===== src/rtl/color_scan_sequencer.sv =====
// Colour sensor scan sequencer for a TCS3200-style sensor.
// Steps the filter select through clear, red, blue and green. For each filter it
// waits a settle time, then counts synchronised sensor edges over a gate window.
// All four counts are published together, alongside a one-cycle done pulse.
// Optional build macro COLOR_SCAN_AUTO_REPEAT_EN: a start held high through DONE
// chains straight into the next scan.
module color_scan_sequencer #(
   parameter int unsigned SETTLE_CYCLES = 10000,
   parameter int unsigned GATE_CYCLES   = 100000,
   parameter int unsigned CNT_W         = 18
) (
   input  logic             clock,
   input  logic             reset,
   input  logic             start,
   input  logic             abort,
   input  logic             sensor_out,
   output logic             S0,
   output logic             S1,
   output logic             S2,
   output logic             S3,
   output logic             busy,
   output logic             done,
   output logic [CNT_W-1:0] clear_count,
   output logic [CNT_W-1:0] red_count,
   output logic [CNT_W-1:0] blue_count,
   output logic [CNT_W-1:0] green_count,
   output logic             overflow
);

   localparam int unsigned TMAX = (SETTLE_CYCLES > GATE_CYCLES) ? SETTLE_CYCLES : GATE_CYCLES;
   localparam int unsigned TW   = (TMAX > 1) ? $clog2(TMAX) : 1;
   localparam logic [TW-1:0]    SETTLE_LAST = TW'(SETTLE_CYCLES - 1);
   localparam logic [TW-1:0]    GATE_LAST   = TW'(GATE_CYCLES - 1);
   localparam logic [CNT_W-1:0] CNT_MAX     = '1;

   typedef enum logic [2:0] {IDLE, SETTLE, GATE, NEXT, DONE} state_t;
   typedef enum logic [1:0] {CH_CLEAR, CH_RED, CH_BLUE, CH_GREEN} ch_t;

   state_t           state, state_nx;
   ch_t              ch, filt;
   logic [TW-1:0]    timer;
   logic [CNT_W-1:0] cnt, cnt_inc;
   logic [CNT_W-1:0] shadow [4];
   logic [3:0]       sat;
   logic             start_d, start_edge;
   logic             sens_meta, sens_sync, sens_prev, sens_edge;

   function automatic logic [1:0] filter_code(ch_t c);
      case (c)
         CH_CLEAR: filter_code = 2'b10;
         CH_RED:   filter_code = 2'b00;
         CH_BLUE:  filter_code = 2'b01;
         default:  filter_code = 2'b11;
      endcase
   endfunction

   assign S0         = 1'b1;
   assign S1         = 1'b1;
   assign start_edge = start & ~start_d;
   assign sens_edge  = sens_sync & ~sens_prev;
   assign cnt_inc    = (sens_edge && cnt != CNT_MAX) ? cnt + 1'b1 : cnt;

   // State register
   always_ff @(posedge clock) begin
      if (reset) state <= IDLE;
      else       state <= state_nx;
   end

   // Next-state decode and filter-select / busy outputs
   always_comb begin
      state_nx = state;
      filt     = CH_CLEAR;
      case (state)
         IDLE:   if (start_edge) state_nx = SETTLE;
         SETTLE: begin
            filt = ch;
            if (timer == SETTLE_LAST) state_nx = GATE;
         end
         GATE: begin
            filt = ch;
            if (timer == GATE_LAST) state_nx = NEXT;
         end
         NEXT: begin
            // The new filter is presented during NEXT so settling starts one cycle early.
            if (ch == CH_GREEN) begin
               filt     = CH_GREEN;
               state_nx = DONE;
            end else begin
               filt     = ch_t'(ch + 2'd1);
               state_nx = SETTLE;
            end
         end
         DONE: begin
`ifdef COLOR_SCAN_AUTO_REPEAT_EN
            state_nx = start ? SETTLE : IDLE;
`else
            state_nx = IDLE;
`endif
         end
         default: state_nx = IDLE;
      endcase
      if (abort) state_nx = IDLE;
      {S2, S3} = filter_code(filt);
      busy     = (state != IDLE);
   end

   // Input conditioning, timer, channel counter, shadow and published results
   always_ff @(posedge clock) begin
      if (reset) begin
         start_d     <= 1'b0;
         sens_meta   <= 1'b0;
         sens_sync   <= 1'b0;
         sens_prev   <= 1'b0;
         timer       <= '0;
         cnt         <= '0;
         ch          <= CH_CLEAR;
         sat         <= '0;
         done        <= 1'b0;
         overflow    <= 1'b0;
         clear_count <= '0;
         red_count   <= '0;
         blue_count  <= '0;
         green_count <= '0;
         for (int unsigned i = 0; i < 4; i++) shadow[i] <= '0;
      end else begin
         start_d   <= start;
         sens_meta <= sensor_out;
         sens_sync <= sens_meta;
         sens_prev <= sens_sync;
         done      <= 1'b0;
         case (state)
            IDLE: begin
               timer <= '0;
               cnt   <= '0;
               ch    <= CH_CLEAR;
            end
            SETTLE: timer <= (timer == SETTLE_LAST) ? '0 : timer + 1'b1;
            GATE: begin
               cnt <= cnt_inc;
               if (timer == GATE_LAST) begin
                  timer      <= '0;
                  shadow[ch] <= cnt_inc;
                  sat[ch]    <= (cnt_inc == CNT_MAX);
               end else begin
                  timer <= timer + 1'b1;
               end
            end
            NEXT: begin
               timer <= '0;
               cnt   <= '0;
               if (ch != CH_GREEN) ch <= ch_t'(ch + 2'd1);
            end
            DONE: begin
               timer <= '0;
               cnt   <= '0;
               ch    <= CH_CLEAR;
               if (!abort) begin
                  clear_count <= shadow[0];
                  red_count   <= shadow[1];
                  blue_count  <= shadow[2];
                  green_count <= shadow[3];
                  overflow    <= |sat;
                  done        <= 1'b1;
               end
            end
            default: ;
         endcase
      end
   end

endmodule


===== config.mk =====
export PLATFORM = sky130hd
export DESIGN_NAME = color_scan_sequencer
export DESIGN_NICKNAME = d
export VERILOG_FILES = /design/src/rtl/color_scan_sequencer.sv
export SDC_FILE = /design/constraint.sdc
export NUM_CORES = 1
export LEC_CHECK = 0
export CAP_MARGIN = 25
export CORE_MARGIN = 2
export CORE_UTILIZATION = 35
export DETAILED_ROUTE_END_ITERATION = 10
export PLACE_DENSITY_LB_ADDON = 0.1
export SLEW_MARGIN = 25
export SYNTH_ARGS = -nofsm -noshare
export SYNTH_HDL_FRONTEND = slang
export SYNTH_SLANG_ARGS = --single-unit
export TNS_END_PERCENT = 100

===== constraint.sdc =====
create_clock -name clock -period 3 [get_ports clock]
set_input_delay 0.6 -clock clock [delete_from_list [all_inputs] [get_ports clock]]
set_output_delay 0.6 -clock clock [all_outputs]
set_load 0.02 [all_outputs]

==> run_1/logic_types.png <==
(4 px per micron)
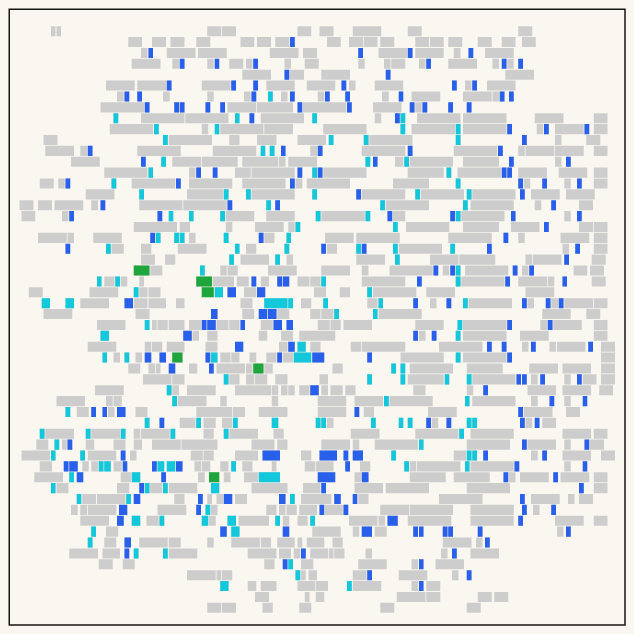
nor cells -> cyan  # cells 151, most used nor2_1
nand cells -> blue  # cells 214, most used nand2_1, where widely spread
non-inverting ao/oa cells -> green  # cells 6, most used a21o_1
logic share of the area: 30.5%
final std cells w/o fill: 1219
most common logic cell in the routed design: nand2_1

==> run_1/detail.png <==
Region (62, 31) to (92, 61) microns. Cells in gray, sequential cells in the stronger gray; small squares are vias.
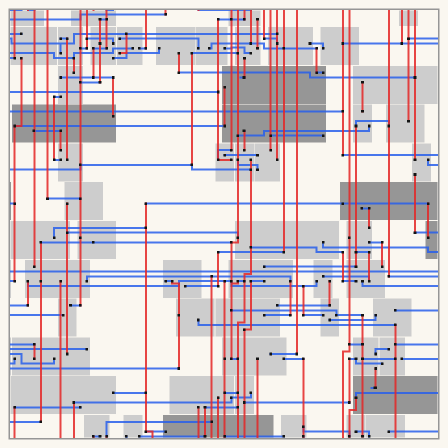
metal 2 -> red
metal 1 -> blue
sequential cells in the window = 6
cells with their middle in the window = 50
netlist names of flops here include = `cnt` (3), `sat` (2)
most frequent = buf_4 (9)

==> reports/qor.csv, run 1 <==
stage;metric;value;unit
setup_path;stages on the worst setup path;7;
power;sw frac;22.4;%
drt;met3 routed WL;907;microns
clocking;clock slew seen by the registers of the worst setup and hold paths;0.08;ns
sta;FMAX;0.348;GHz
yosys;Cell Type Count;56;
setup_path;end of the critical path;S3;
power;Gate power share;1.9;%
sta;Pins Over Slew Limit;0;
yosys;Synth Flop Type;dfxtp_1;
setup_path;Crit path arrival time;2.28;ns
yosys;top cells by count;nand2_1 (176), nor2_1 (131), dfxtp_1 (122);
grt;maximum number of pins on one net before global-route repair;101;
drt;DR DRC count;0;
place;routability congestion estimate;0.862;
finish;Non-clk bufs;123;
sta;Final Critical Period;2.88;ns
clocking;CTS root buffer;clkbuf_16;
drt;Vias;5977;
power;total power;0.00511;W
floorplan;Init Core Util;35.8;%
floorplan;Die ar.;23600;sq um
run_status;status;finished, final reports clean;
floorplan;die height;154;microns
clocking;clk buf depth;2;
floorplan;Well Taps;280;
power;Clock Power Share;43.5;%
yosys;cell count after synthesis;835;
sta;final hold vios;0;
setup_path;RR Endpoint;sat[2];
sta;hold_ws;0.389;ns
finish;layout cell share with drive strength beyond 1;10.1;%
grt;first-pass GRT wire length;31000;microns
drt;initial drt markers;432;
power;Max power group;registers;
yosys;top cells by area;dfxtp_1 (31%), edfxtp_1 (28%), nand2_1 (8.4%), nor2_1 (6.3%), a21oi_1 (6.3%);
setup_path;critical path peak fanout;8;
floorplan;Die X;154;microns
power;Clk power;0.00223;W
sta;Worst Skew;0.0239;ns
grt;GR Layer Usage met1;23.4;%
job;tool warning count;34;
hold_path;hold path endpoint;start_d;
yosys;area leader, netlist;dfxtp_1;
finish;Reg with most FFs;shadow;
yosys;top-count cell post-synth;nand2_1;
grt;initial antenna violation count;0;
drt;met1 WL;9160;microns
finish;combinational gate area;2960;sq um
yosys;yosys warns;0;
finish;number of logic gates;579;
drt;number of vias per cell;4.90;
drt;WL/cell;15.9;microns
==> run_1/congestion.png <==
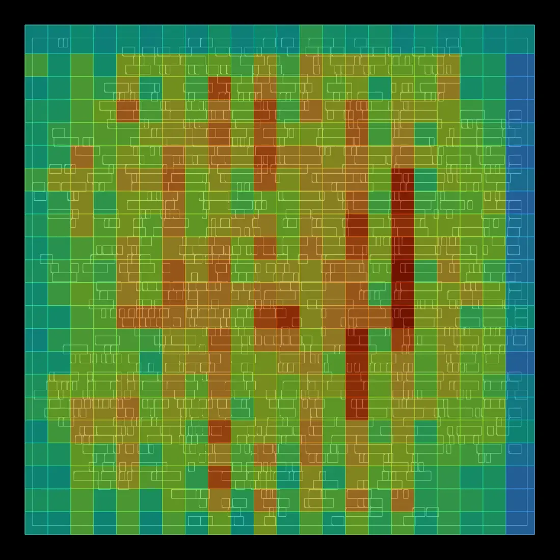
met3 usage: 2.85%
Total GRT Usage: 16.7%

[run 1: cell usage in the layout, fill, tap and decap left out, types with 3 or more instances in the layout]
master / n
buf_12: 4
xnor2_1: 13
nand2_1: 176
a2bb2oi_1: 4
and4_1: 5
nor2_1: 131
a21oi_1: 97
inv_1: 11
clkinv_2: 3
edfxtp_1: 72
a22oi_1: 6
a21o_1: 3
nor3_1: 5
dfxtp_1: 120
nand4_1: 11
nand4_2: 3
clkbuf_16: 18
or2_2: 4
xor2_1: 12
nor2b_1: 6
nand2b_1: 3
nand3_1: 17
o21ai_1: 6
or3_1: 4
and3_1: 8
ha_1: 10
nor4_1: 6
clkdlybuf4s50_1: 78
buf_4: 38
o21ai_0: 13
nand3b_1: 3
--- run 2 (diff from run 1) ---
==> constraint.sdc (replaced) <==
create_clock -name clock -period 2.9 [get_ports clock]
set_input_delay 0.58 -clock clock [delete_from_list [all_inputs] [get_ports clock]]
set_output_delay 0.58 -clock clock [all_outputs]
set_load 0.02 [all_outputs]
==> run_2/logic_types.png <==
(4 px per micron)
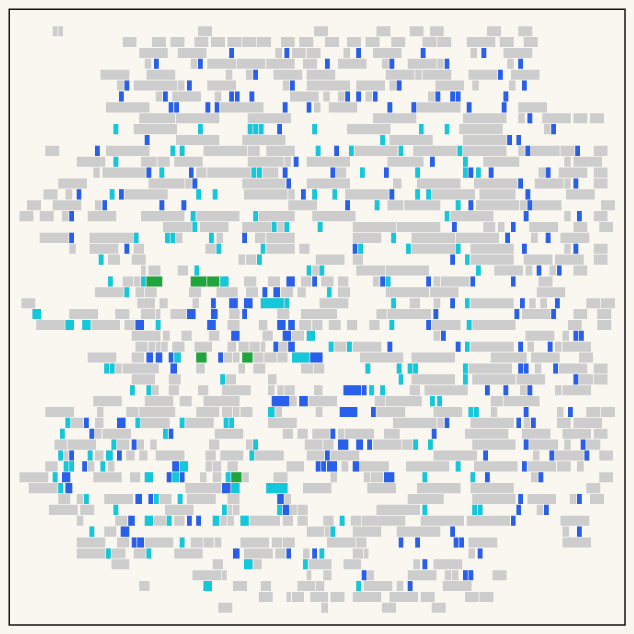
nand cells -> blue  # cells 214, most used nand2_1, where widely spread
non-inverting ao/oa cells -> green  # cells 6, most used a21o_1
nor cells -> cyan  # cells 151, most used nor2_1
final std cells w/o fill: 1225
logic share of the area: 30.4%

==> run 2 against run 1 <==
  * Critical path depth is 1 higher
  * Clock skew is 0.0019 ns lower
  * Setup slack better by 0.095 ns
  * Sequential cell count stayed put
  * Global-route usage is 0.48 points higher
  * Critical path type unchanged
  * Largest cell class unchanged
  * Largest power group unchanged
  * Highest routed layer unchanged
==> reports/qor.csv, run 2 <==
stage;metric;value;unit;change
hold_path;Hold Crit Class;register to register;;
clocking;clock slew seen by the registers of the worst setup and hold paths;0.08;ns;about the same
grt;met2 Use GR;27.7;%;
power;Power Dens Cells;543;nW/um^2;
drt;met3 routed WL;871;microns;-4.0%
place;placed cells;1193;;
setup_path;crit path DRT;2.32;ns;
job;tool warning count;32;;-5.9%
finish;most common logic cell in the routed design;nand2_1;;
drt;WL/cell;16.0;microns;+0.66%
hold_path;hold path endpoint;sens_sync;;
floorplan;Die ar.;23600;sq um;unchanged
place;I/O Buffers;81;;
power;Clk power;0.00232;W;+4%
yosys;Synth Flop Type;dfxtp_1;;
grt;met3 usage;3.69;%;+0.85 points
yosys;area leader, netlist;dfxtp_1;;
yosys;yosys warns;0;;unchanged
place;routability congestion estimate;0.861;;-0.20%
sta;Final Critical Period;2.68;ns;
yosys;Cell Type Count;56;;unchanged
grt;vias in the first global route;5733;;
floorplan;die height;154;microns;unchanged
yosys;top cells by area;dfxtp_1 (31%), edfxtp_1 (28%), nand2_1 (8.4%), nor2_1 (6.3%), a21oi_1 (6.3%);;
sta;Worst Skew;0.0220;ns;-0.00186 ns
setup_path;critical path peak fanout;2;;-6
power;Gate power share;1.9;%;about the same
job;max_cap viols;0;;
clocking;TritonCTS clock tree;done;;
grt;first-pass GRT wire length;31800;microns;+2.5%
setup_path;Critical Path End Type;primary output;;
sta;setup ws final;0.219;ns;
drt;total wire length;19600;microns;
clocking;CTS root buffer;clkbuf_16;;
yosys;cell count after synthesis;835;;unchanged
power;total power;0.00531;W;+3.9%
setup_path;Worst path max stage delay;0.34;ns;
finish;Reg with most FFs;shadow;;
grt;Total GRT Usage;17.2;%;+0.48 points
grt;initial antenna violation count;0;;unchanged
yosys;top-count cell post-synth;nand2_1;;
finish;number of logic gates;579;;unchanged
yosys;top cells by count;nand2_1 (176), nor2_1 (131), dfxtp_1 (122);;
place;Detailed Place HPWL;13000;microns;
setup_path;reg-to-reg critical path startpoint;cnt[0];;
yosys;Post-synth regs;194;;
grt;GR Layer Usage met1;23.1;%;-0.27 points
setup_path;slowest cell on the critical path;dfxtp_1;;
finish;register area;4610;sq um;
drt;Vias;5979;;+0.033%
sta;FMAX;0.373;GHz;
drt;number of vias per cell;4.88;;-0.46%
drt;initial drt markers;379;;-12%
floorplan;area of the core;21900;sq um;
floorplan;Init Core Util;35.8;%;unchanged
sta;hold_ws;0.438;ns;+0.0489 ns
setup_path;FF-to-FF path depth;8;;
floorplan;Ports;84;;
finish;most frequent cells in the layout;nand2_1 (176), nor2_1 (131), dfxtp_1 (121);;
sta;Pins Over Slew Limit;0;;unchanged
power;Max power group;registers;;
finish;Non-clk bufs;129;;+4.9%
clocking;clk buf depth;2;;unchanged
floorplan;Die X;154;microns;unchanged
power;Clock Power Share;43.7;%;+0.2 points
finish;layout cell share with drive strength beyond 1;10.7;%;+0.57 points
drt;met1 WL;9430;microns;+3.0%
finish;Largest register FFs;72;;
finish;combinational gate area;2970;sq um;+0.25%
floorplan;Well Taps;280;;unchanged
drt;DR DRC count;0;;unchanged
power;sw frac;23.6;%;+1.1 points
clocking;H-tree depth;4;;
sta;final hold vios;0;;unchanged
yosys;yosys cell count;835;;
power;Pint;0.00406;W;
drt;Detailed Routing Iterations Pass 1;4;;
setup_path;Crit path arrival time;2.10;ns;-0.18 ns
setup_path;RR Endpoint;sat[0];;
grt;maximum number of pins on one net before global-route repair;85;;-16%
run_status;status;finished, final reports clean;;
## run 2: worst max path at each step
stage	from	depth (start not counted)	slack, ns	endpoint
detailed placement	ch[1]	8	0.24	S3
CTS	ch[1]	8	0.01	S3
floorplan	timer[5]	7	0.16	shadow[0][0]
global placement	ch[1]	8	0.25	S3
global route	ch[0]	9	0.07	S2
finish	ch[1]	8	0.22	S3
## run 2: kinds of logic (layout without fill, tap and decap cells)
kind of cell	Yosys count	count (layout)	share of synthesized area [%]
compound gates	146	146	10.7
simple gates	394	394	22.3
mux	2	2	0.256
other cells	1	2	0.0479
fa+ha+maj	10	10	1.60
buf+inv	63	172	3.47
xor+xnor	25	25	2.80
flops	194	194	58.8
Power and IR drop assume default switching activity.
